`src/rtl/unit_pool_scheduler.sv`:
```
// Round-robin scheduler that hands out a pool of identical worker units to
// requesters, tracks ownership until each unit reports done, then notifies the owner.
module unit_pool_scheduler #(
    parameter int NUM_REQ   = 4,
    parameter int NUM_UNITS = 3,
    localparam int RW = (NUM_REQ   > 1) ? $clog2(NUM_REQ)   : 1,
    localparam int UW = (NUM_UNITS > 1) ? $clog2(NUM_UNITS) : 1
) (
    input  logic                    clk,
    input  logic                    rst_n,
    input  logic                    enable,
    input  logic [NUM_REQ-1:0]      req,
    output logic [NUM_REQ-1:0]      gnt,
    output logic [UW-1:0]           gnt_unit,
    output logic [NUM_UNITS-1:0]    unit_start,
    input  logic [NUM_UNITS-1:0]    unit_done,
    output logic [NUM_UNITS-1:0]    unit_busy,
    output logic [NUM_UNITS*RW-1:0] unit_owner,
    output logic [NUM_REQ-1:0]      done_to_req,
    output logic                    err_spurious
);

    logic [RW-1:0]           ptr;
    logic [NUM_REQ-1:0]      owned;
    logic [NUM_REQ-1:0]      eligible;

    logic                    req_found;
    logic [RW-1:0]           sel_req;
    logic                    unit_found;
    logic [UW-1:0]           sel_unit;
    logic                    do_grant;

    logic [RW-1:0]           ptr_nxt;
    logic [NUM_REQ-1:0]      owned_nxt;
    logic [NUM_REQ-1:0]      gnt_nxt;
    logic [UW-1:0]           gnt_unit_nxt;
    logic [NUM_UNITS-1:0]    start_nxt;
    logic [NUM_UNITS-1:0]    busy_nxt;
    logic [NUM_UNITS*RW-1:0] owner_nxt;
    logic [NUM_REQ-1:0]      done_nxt;
    logic                    err_nxt;

    assign eligible = req & ~owned;

    always_comb begin
        req_found = 1'b0;
        sel_req   = '0;
        for (int k = 0; k < NUM_REQ; k++) begin
            if (!req_found && eligible[(int'(ptr) + k) % NUM_REQ]) begin
                req_found = 1'b1;
                sel_req   = RW'((int'(ptr) + k) % NUM_REQ);
            end
        end

        // Descending scan so the lowest-index free unit wins.
        unit_found = 1'b0;
        sel_unit   = '0;
        for (int u = NUM_UNITS - 1; u >= 0; u--) begin
            if (!unit_busy[u]) begin
                unit_found = 1'b1;
                sel_unit   = UW'(u);
            end
        end

        do_grant = enable && req_found && unit_found;
    end

    always_comb begin
        ptr_nxt      = ptr;
        owned_nxt    = owned;
        gnt_nxt      = '0;
        gnt_unit_nxt = '0;
        start_nxt    = '0;
        busy_nxt     = unit_busy & ~unit_done;
        owner_nxt    = unit_owner;
        done_nxt     = '0;
        err_nxt      = err_spurious | (|(unit_done & ~unit_busy));

        for (int u = 0; u < NUM_UNITS; u++) begin
            if (unit_done[u] && unit_busy[u]) begin
                owned_nxt[unit_owner[u*RW +: RW]] = 1'b0;
                done_nxt[unit_owner[u*RW +: RW]]  = 1'b1;
                owner_nxt[u*RW +: RW]             = '0;
            end
        end

        // The granted unit was idle this cycle, so it never collides with a release.
        if (do_grant) begin
            gnt_nxt[sel_req]                   = 1'b1;
            gnt_unit_nxt                       = sel_unit;
            start_nxt[sel_unit]                = 1'b1;
            busy_nxt[sel_unit]                 = 1'b1;
            owner_nxt[int'(sel_unit)*RW +: RW] = sel_req;
            owned_nxt[sel_req]                 = 1'b1;
            ptr_nxt = (int'(sel_req) == NUM_REQ - 1) ? '0 : sel_req + 1'b1;
        end
    end

    always_ff @(posedge clk) begin
        if (!rst_n) begin
            ptr          <= '0;
            owned        <= '0;
            gnt          <= '0;
            gnt_unit     <= '0;
            unit_start   <= '0;
            unit_busy    <= '0;
            unit_owner   <= '0;
            done_to_req  <= '0;
            err_spurious <= 1'b0;
        end else begin
            ptr          <= ptr_nxt;
            owned        <= owned_nxt;
            gnt          <= gnt_nxt;
            gnt_unit     <= gnt_unit_nxt;
            unit_start   <= start_nxt;
            unit_busy    <= busy_nxt;
            unit_owner   <= owner_nxt;
            done_to_req  <= done_nxt;
            err_spurious <= err_nxt;
        end
    end

endmodule

```
`config.mk`:
```
export PLATFORM = sky130hd
export DESIGN_NAME = unit_pool_scheduler
export DESIGN_NICKNAME = d
export VERILOG_FILES = /design/src/rtl/unit_pool_scheduler.sv
export SDC_FILE = /design/constraint.sdc
export NUM_CORES = 1
export LEC_CHECK = 0
export CORE_MARGIN = 1.5
export CORE_UTILIZATION = 51
export DETAILED_ROUTE_END_ITERATION = 12
export PLACE_DENSITY_LB_ADDON = 0.1
export REMOVE_ABC_BUFFERS = 1
export SLEW_MARGIN = 20
export SYNTH_ARGS = -nofsm -noshare
export SYNTH_HDL_FRONTEND = slang
export SYNTH_SLANG_ARGS = --single-unit
```
`constraint.sdc`:
```
create_clock -name clk -period 4.85 [get_ports clk]
set_clock_uncertainty 0.05 [all_clocks]
set_input_delay 0.97 -clock clk [delete_from_list [all_inputs] [get_ports clk]]
set_output_delay 0.97 -clock clk [all_outputs]
set_load 0.005 [all_outputs]
```
==> summary.txt, run 1 <==
Results of the full flow below.

Run status:
- The flow ran to the end, and the final reports show no timing, DRC or antenna violations.

Critical path:
- The run gives the worst flop-to-flop path endpoint as owned[0]$_SDFF_PN0_.
- STA classifies the critical path endpoint as a flip-flop.
- The run gives the required time at the worst-slack endpoint as 5030 ps.
- In this design, the largest share of critical-path delay is due to AND-OR/OR-AND gates.
- The number of cells on the worst reg-to-reg path is 6.
- Of all nets on the critical path, the largest fanout is 5.
- The run puts the critical path depth at 7.

Power and ir drop:
- The run puts the fraction of power consumed by sequential logic at 55.0%.
- The largest part of the power goes to sequential cells.
- The run gives the reported combinational group power as 103 uW.
- The run puts the fraction of power spent switching nets at 27.9%.
- Summed over all sequential cells, the power is 260 uW.
- The run puts the power share of the clock group at 23.3%.
- The run gives the peak supply drop as 0.177 mV.

Route:
- The run gives the total number of vias as 1,179.
- The run puts the routed length on met1 at 1170 microns.
- Per the detail_route report, DRC violations left total 0.
- The routed design uses 1430 microns of met2 wire.

CTS:
- The tree is rooted in a sky130_fd_sc_hd__clkbuf_4.
- The number of clock buffers added by TritonCTS is 3.
- The run puts the clock transition at the register clock pins on the worst setup and hold paths after CTS at 140 ps.
- The run gives the CTS tree as yes.
- The run puts the TritonCTS sink count at 28.
- The run puts the post-CTS setup repair buffer count at 0.

Layout:
- The run gives the count of inverters not on the clock network in the layout as 11.
- The run gives the flip-flop count of the largest register after layout as 6.
- The run gives the flop share of the area as 34.8%.
- Counting only logic cells after layout, the most numerous master is sky130_fd_sc_hd__clkdlybuf4s50_1.
- The run puts the multi-input combinational cell area at 619 sq um.
- In the final layout, flip-flops and latches occupy 561 sq um.
- The repair_antennas step left the layout with diodes totalling 0.
- The run gives the area growth from synthesis to final layout as 29.7%.
- The run puts the clock buffer instance count of the final layout at 4.
- Of all the cell area in the finished design, non-clock buffers hold 19.9%.
- Cells with a size suffix above 1 make up 4.14% of the layout.

Logic synthesis:
- For this run, the register share of the synthesized area comes to 45.1%.
- The run gives the yosys stat chip area as 1240 sq um.
- The run puts the post-synthesis instance area at 1240 sq um.
- The run gives the fraction of synthesized cell area taken by the top area cell type as 45.1%.
- The commonest register cell is sky130_fd_sc_hd__dfxtp_1.
- The synthesis report gives the async set-or-reset register share as 0%.
- After synthesis, the share of cell area in mux cells is 0%.
- The run puts the adder-cell area share of the yosys netlist at 4.02%.

Global routing:
- The run gives the number of global-route vias before repair as 1,096.
- The run puts the number of antenna violations at the first check in global routing at 0.

STA:
- Setup repair after global routing left no endpoint under its margin.
- Setup total negative slack on the finished layout was measured at 0 ps.
- The run gives the final number of hold-violating endpoints as 0.
- From the final report, the count of setup violators was given as 0.
- The run puts the highest achievable clock rate at 0.368 GHz.
- Per the final report, max-transition violations number 0.
- On the final layout, the worst hold slack is 449 ps.

Worst hold path:
- The startpoint identified for the worst hold timing path is owned[3]$_SDFF_PN0_.

Placed design:
- The run gives the placed instance area as 1580 sq um.
- The run puts the count of input and output buffers at 32.
- The run gives the pre-CTS setup slack as 1820 ps.

Die:
- The share of the core area taken by cells at floorplan is 55.2%.
- The run gives the die width as 52.4 microns.
- The run puts the die span in y at 52.4 microns.
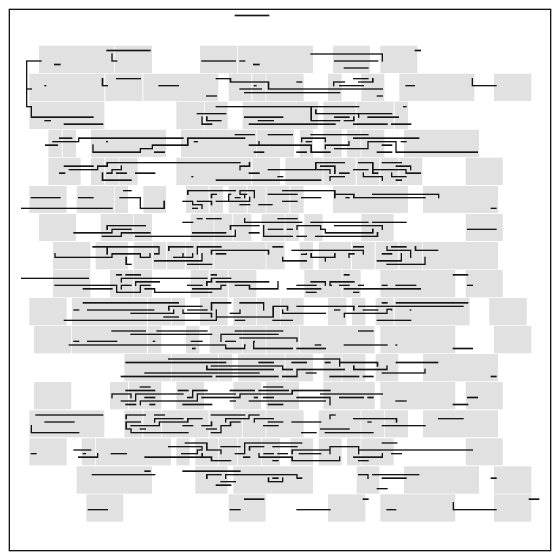
run_1/m1.png
Cells faint in the background.
main direction	horizontal
share of all routed wire	40%

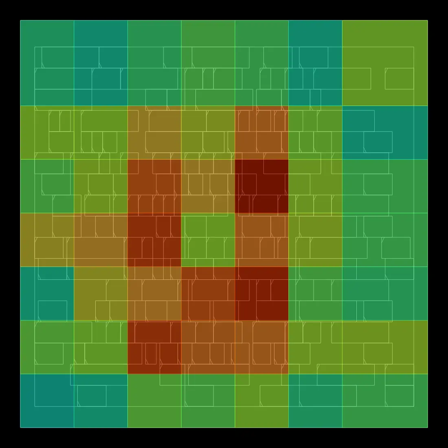
run_1/congestion_map.png
layer carrying the most global-route usage: met2
met3 global-route usage: 2.86%
Wirelength per Cell: 15.0 microns

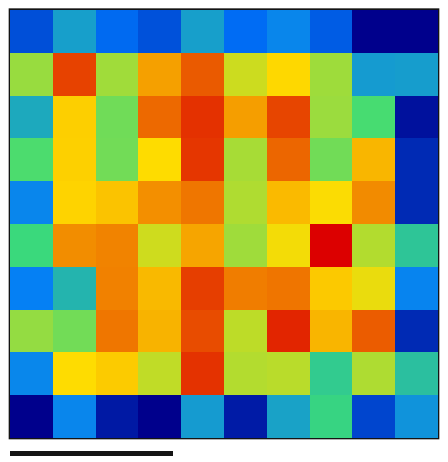
run_1/util_map.png
Bar = 20 microns. The die is cut into 10 by 10 equal tiles; dark blue is low, red is high, 0 to 100% covered.
fullest tile	100%
nearly empty tiles	4.0%
densest ninth of the die	center
emptiest ninth of the die	upper right
tiles over 75% full	37%

run_1/sizing.png
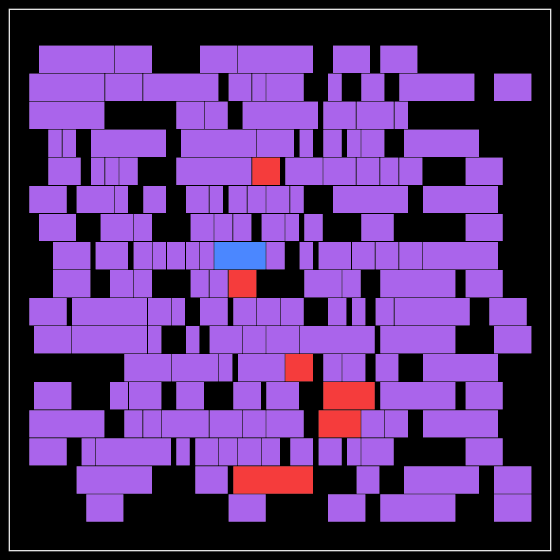

## Run 2: what changed since run 1
--- a/config.mk
+++ b/config.mk
@@ -6,7 +6,7 @@
 export NUM_CORES = 1
 export LEC_CHECK = 0
 export CORE_MARGIN = 1.5
-export CORE_UTILIZATION = 51
+export CORE_UTILIZATION = 42
 export DETAILED_ROUTE_END_ITERATION = 12
 export PLACE_DENSITY_LB_ADDON = 0.1
 export REMOVE_ABC_BUFFERS = 1
==> constraint.sdc (replaced) <==
create_clock -name clk -period 2.3 [get_ports clk]
set_clock_uncertainty 0.05 [all_clocks]
set_input_delay 0.46 -clock clk [delete_from_list [all_inputs] [get_ports clk]]
set_output_delay 0.46 -clock clk [all_outputs]
set_load 0.005 [all_outputs]
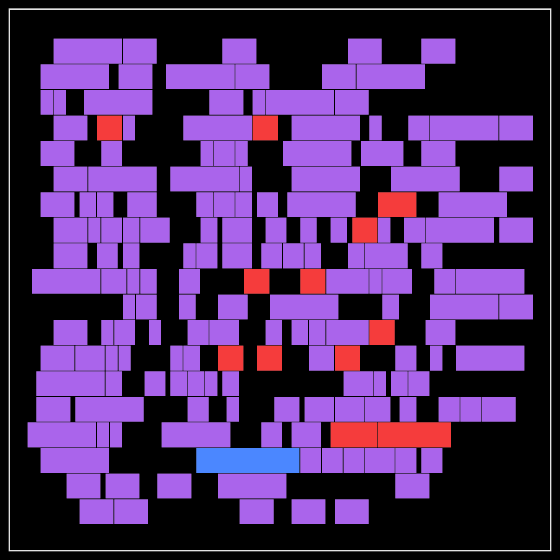
run_2/sizing.png
size	color	cells	share	most used
x6 and larger	blue	1	0.57%	bufinv_16
x3 and x4	red	12	6.9%	buf_4
x1 and smaller	purple	162	93%	clkdlybuf4s50_1

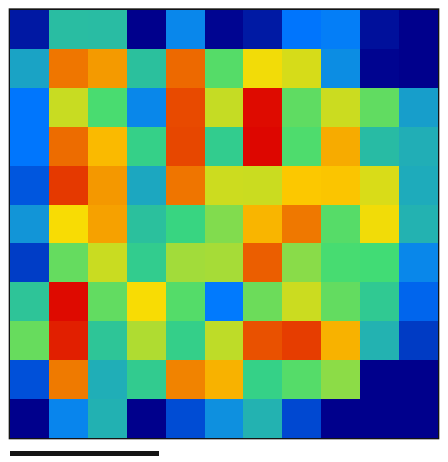
run_2/util_map.png
Bar = 20 microns. The die is cut into 11 by 11 equal tiles; dark blue is low, red is high, 0 to 100% covered.
total core area: 2780 sq um
final design utilization: 60.3%
share of the core filled by cells before placement: 44.7%

==> run 2 against run 1 <==
Combinational power rose by 140%. Wire length rose by 0.85%. Core utilization fell by 11 points. Hold slack got worse by 18 ps. Largest cell class unchanged.
==> summary.txt, run 2 <==
Results of the full flow below.

Power and ir drop:
- The run puts the power share of the clock group at 29.0%.
- Per report_power, the Combinational row totals 243 uW.
- The run puts the sequential logic power at 549 uW.
- In the power breakdown, the biggest contributor is sequential cells.
- The run gives the peak supply drop as 0.534 mV.
- The power report shows net switching accounting for 26.5% of the total.

Layout:
- The run gives the flip-flop count of the largest register after layout as 6.
- The run gives the flop share of the area as 33.4%.
- The run puts the area growth from synthesis to final layout at 34.9%.
- The run puts the sequential cell area at 561 sq um.
- The run puts the area share of buffers outside the clock network at 21.8%.
- The run puts the layout cell share with drive strength beyond 1 at 7.43%.
- The run gives the most frequent logic cell in the layout as sky130_fd_sc_hd__clkdlybuf4s50_1.
- The run gives the clock buffer instance count of the final layout as 3.
- The run gives the number of antenna cells inserted as 0.

STA:
- In the final report, the number of pins over their slew limit comes to 0.
- The run puts the final number of hold-violating endpoints at 0.
- The most critical hold endpoint after final layout shows a slack of 431 ps.
- The final layout reports a setup TNS of 0 ps.
- The last timing report of the flow puts the setup violation total at 0.
- The run puts the highest achievable clock rate at 0.498 GHz.

Global routing:
- In this run the most used layer during global routing was met2.
- The number of antenna violations at the first check in global routing came to 0.

Logic synthesis:
- Per the synth stats, the flop cell with the highest instance count is sky130_fd_sc_hd__dfxtp_1.
- The run gives the fraction of the yosys area taken by sequential cells as 45.1%.
- The run puts the post-synthesis instance area at 1240 sq um.
- Per the synth stats, the proportion of register bits with asynchronous set or reset is 0%.
- The run gives the multiplexer area fraction after synthesis as 0%.

Die:
- The vertical die dimension reported for this design is 57.4 microns.
- According to the floorplan report, the die width is 57.4 microns.

Placed design:
- The run gives the placed instance area as 1630 sq um.
- Logged for this run, the post-placement worst setup slack is -49.6 ps.
- The run gives the count of input and output buffers as 32.

Critical path:
- The run gives the worst flop-to-flop path endpoint as owned[0]$_SDFF_PN0_.
- The run puts the critical path depth at 7.
- The run gives the required time at the worst-slack endpoint as 2490 ps.
- Per STA, the worst path accumulates the most delay in the family buffers and inverters.
- The worst setup path is captured at a flip-flop.
- The run gives the length in cells of the worst reg-to-reg path as 6.

CTS:
- The run gives the post-CTS setup repair buffer count as 0.
- TritonCTS built the clock tree.
- The run gives the number of buffers created by CTS as 3.
- The run gives the root buffer selected by CTS as sky130_fd_sc_hd__clkbuf_4.

Run status:
- The flow ran to the end, and the final reports show no timing, DRC or antenna violations.

Worst hold path:
- The worst hold path begins at owned[3]$_SDFF_PN0_.

Route:
- The run puts the number of DRC violations after detailed routing at 0.
- The run puts the wire length per cell at 14.4 microns.
- In the per-layer breakdown of the detailed-route log, met1 shows 1360 microns.
run_2/m2.png
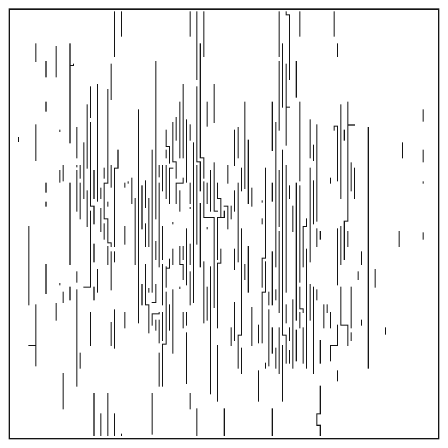

## Run 3: what changed since run 2
--- a/config.mk
+++ b/config.mk
@@ -8,7 +8,7 @@
 export CORE_MARGIN = 1.5
 export CORE_UTILIZATION = 42
 export DETAILED_ROUTE_END_ITERATION = 12
-export PLACE_DENSITY_LB_ADDON = 0.1
+export PLACE_DENSITY_LB_ADDON = 0.15
 export REMOVE_ABC_BUFFERS = 1
 export SLEW_MARGIN = 20
 export SYNTH_ARGS = -nofsm -noshare
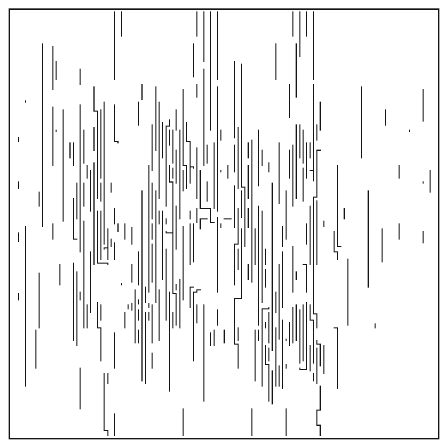
run_3/m2.png
wire length on this layer	1,410 microns
main direction	vertical
nets with wire on the layer	159
longest straight run	25.5 microns

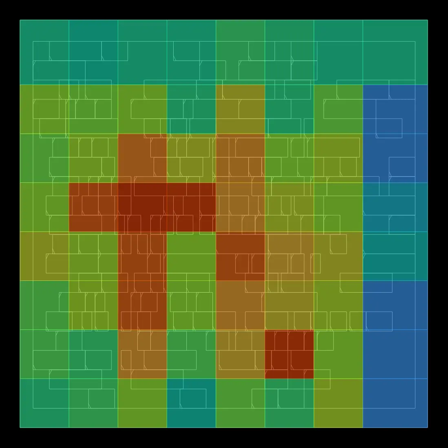
run_3/congestion_map.png
final design utilization: 59.5%
met3 global-route usage: 6.58%
Wirelength per Cell: 14.3 microns
overall fraction of global-route tracks in use: 19.5%
GR met1 Demand/Resource: 23.8%

==> run 3 against run 2 <==
Clock power decreased by 41%. Die area unchanged. Hold slack improved by 22 ps. Global-route usage increased by 1.2 points. First-iteration DRC count decreased by 22%. Non-clock buffer count increased by 1. Critical endpoint unchanged. Largest power group unchanged.
==> summary.txt, run 3 <==
Results of the full flow below.

Layout:
- By instance count after routing, the leading logic cell types are sky130_fd_sc_hd__clkdlybuf4s50_1, sky130_fd_sc_hd__dfxtp_1, sky130_fd_sc_hd__inv_1, sky130_fd_sc_hd__nand3_1, sky130_fd_sc_hd__nand2_1.
- The run gives the number of nets in the layout as 191.
- Of the cells placed in the final design, the portion with a size suffix greater than 1 is 7.43%.
- The run gives the flop share of the area as 33.9%.
- The run gives the register ranked first by flip-flop count as unit_owner.
- The run gives the number of antenna cells inserted as 0.
- The run gives the count of inverters not on the clock network in the layout as 11.
- The run puts the area share of buffers outside the clock network at 22.5%.
- The library cell used most frequently in the layout, excluding fill and tap cells, is sky130_fd_sc_hd__clkdlybuf4s50_1.
- Per the layout area report, the register area comes to 561 sq um.
- The run gives the flip-flop count of the largest register after layout as 6.
- The run puts the multi-input combinational cell area at 619 sq um.
- The run gives the area growth from synthesis to final layout as 33.1%.
- In the final layout, the clock buffer count is 3.
- In the final layout, the fill cell count is 265.

Power and ir drop:
- The run puts the reported combinational group power at 245 uW.
- The biggest slice of the total power is consumed by sequential cells.
- The run gives the logic gate share of total power as 24.9%.
- The run gives the peak supply drop as 0.494 mV.
- The run puts the fraction of power consumed by sequential logic at 55.7%.
- The run gives the sequential logic power as 549 uW.
- The run puts the power share of the clock group at 19.4%.
- In this run switching power makes up 28.0% of total power.

STA:
- Setup repair after global routing left no endpoint under its margin.
- The final timing report counts setup violations totalling 0.
- The run puts the highest achievable clock rate at 0.490 GHz.
- The run puts the transition at the pin with the smallest max-transition slack at 434 ps.
- The run puts the final count of pins violating max slew at 0.
- On the final layout, the worst hold slack is 453 ps.
- The worst path needs 2040 ps of the cycle, external delays included.
- The run puts the total negative setup slack at 0 ps.
- Per the final timing report, the hold violations number 0.

Placed design:
- Timing analysis after detailed placement gives a worst setup slack of -62.8 ps.
- The run gives the count of input and output buffers as 32.
- The number of placed instances, taps included, is 203.
- The run gives the placed instance area as 1630 sq um.

Global routing:
- The run gives the met2 usage as 31.8%.
- The run puts the wire length of the first global-routing pass at 4990 microns.
- The run gives the number of antenna violations at the first check in global routing as 0.
- The run puts the number of global-route vias before repair at 1,114.
- met2 is the most crowded layer.

Route:
- The run gives the first-pass iteration count of the detailed router as 4.
- The run gives the routed length on met1 as 1290 microns.
- Across all layers, the routed design uses 1,173 vias.
- After detailed routing, the number of remaining DRC violations is 0.
- The run puts the detailed route wirelength on metal2 at 1410 microns.

Logic synthesis:
- The synthesis stat section lists a flop and latch total of 28.
- The run puts the yosys synthesis warning count at 0.
- By area the synthesized netlist is led by sky130_fd_sc_hd__dfxtp_1, sky130_fd_sc_hd__nand4b_1, sky130_fd_sc_hd__ha_1, sky130_fd_sc_hd__nand3_1, sky130_fd_sc_hd__o22ai_1.
- Per the synth stats, the flop cell with the highest instance count is sky130_fd_sc_hd__dfxtp_1.
- The run puts the adder-cell area share of the yosys netlist at 4.02%.
- Dividing the synthesized area by the synthesized cell count gives 9.01 sq um.
- The run puts the multiplexer area fraction after synthesis at 0%.
- After synthesis, the most frequently instantiated cells are sky130_fd_sc_hd__dfxtp_1, sky130_fd_sc_hd__inv_1, sky130_fd_sc_hd__nand3_1.
- The run puts the synthesized-area fraction occupied by ao, oa, aoi and oai cells at 19.1%.
- The run puts the post-synthesis instance area at 1240 sq um.
- The run gives the yosys stat chip area as 1240 sq um.
- The run gives the fraction of synthesized cell area taken by the top area cell type as 45.1%.
- The run gives the share of synthesized registers carrying an async set or reset as 0%.
- The run gives the fraction of the yosys area taken by sequential cells as 45.1%.
- The run gives the cell count in the Yosys report as 138.

CTS:
- The run gives the CTS tree as yes.
- The run puts the quantity of gates resized following cts at 0.
- The root buffer cell chosen for the clock tree is sky130_fd_sc_hd__clkbuf_4.
- Looking at the worst setup and hold paths, the clock pins of their registers show a slew of 130 ps.
- Buffers added to address setup during post-CTS repair amount to 0.
- The run puts the TritonCTS sink count at 28.
- Per the TritonCTS log, the buffer count is 3.

Critical path:
- The run gives the top cell family by delay on the critical path as buffers and inverters.
- In this run the critical path is formed by clkdlybuf4s50_1, nor2b_1, o221ai_1, a22oi_1, inv_1, ha_1, a32o_1.
- The largest single stage delay on the critical path is 470 ps.
- Counting cells, the worst reg-to-reg path comes to 6.
- Looking at the reg2reg group, the worst path ends at owned[0]$_SDFF_PN0_.
- The run gives the element type at the critical path end as a flip-flop.
- The run gives the critical path depth as 7.
- Of all nets on the critical path, the largest fanout is 4.
- The run gives the required time at the worst-slack endpoint as 2470 ps.

Die:
- From left edge to right edge, the die measures 57.4 microns.
- The run gives the die span in y as 57.4 microns.
- The run gives the initial cell density of the core as 44.7%.
- For reference, the placement row count at floorplan is 19.
- The core region is 2780 sq um.

Run status:
- The flow ran to the end, and the final reports show no timing, DRC or antenna violations.

Worst hold path:
- The run gives the startpoint of the most critical hold path as owned[3]$_SDFF_PN0_.
- The run gives the classification of the worst-slack hold path as flip-flop to flip-flop.
Power and IR drop assume default switching activity.
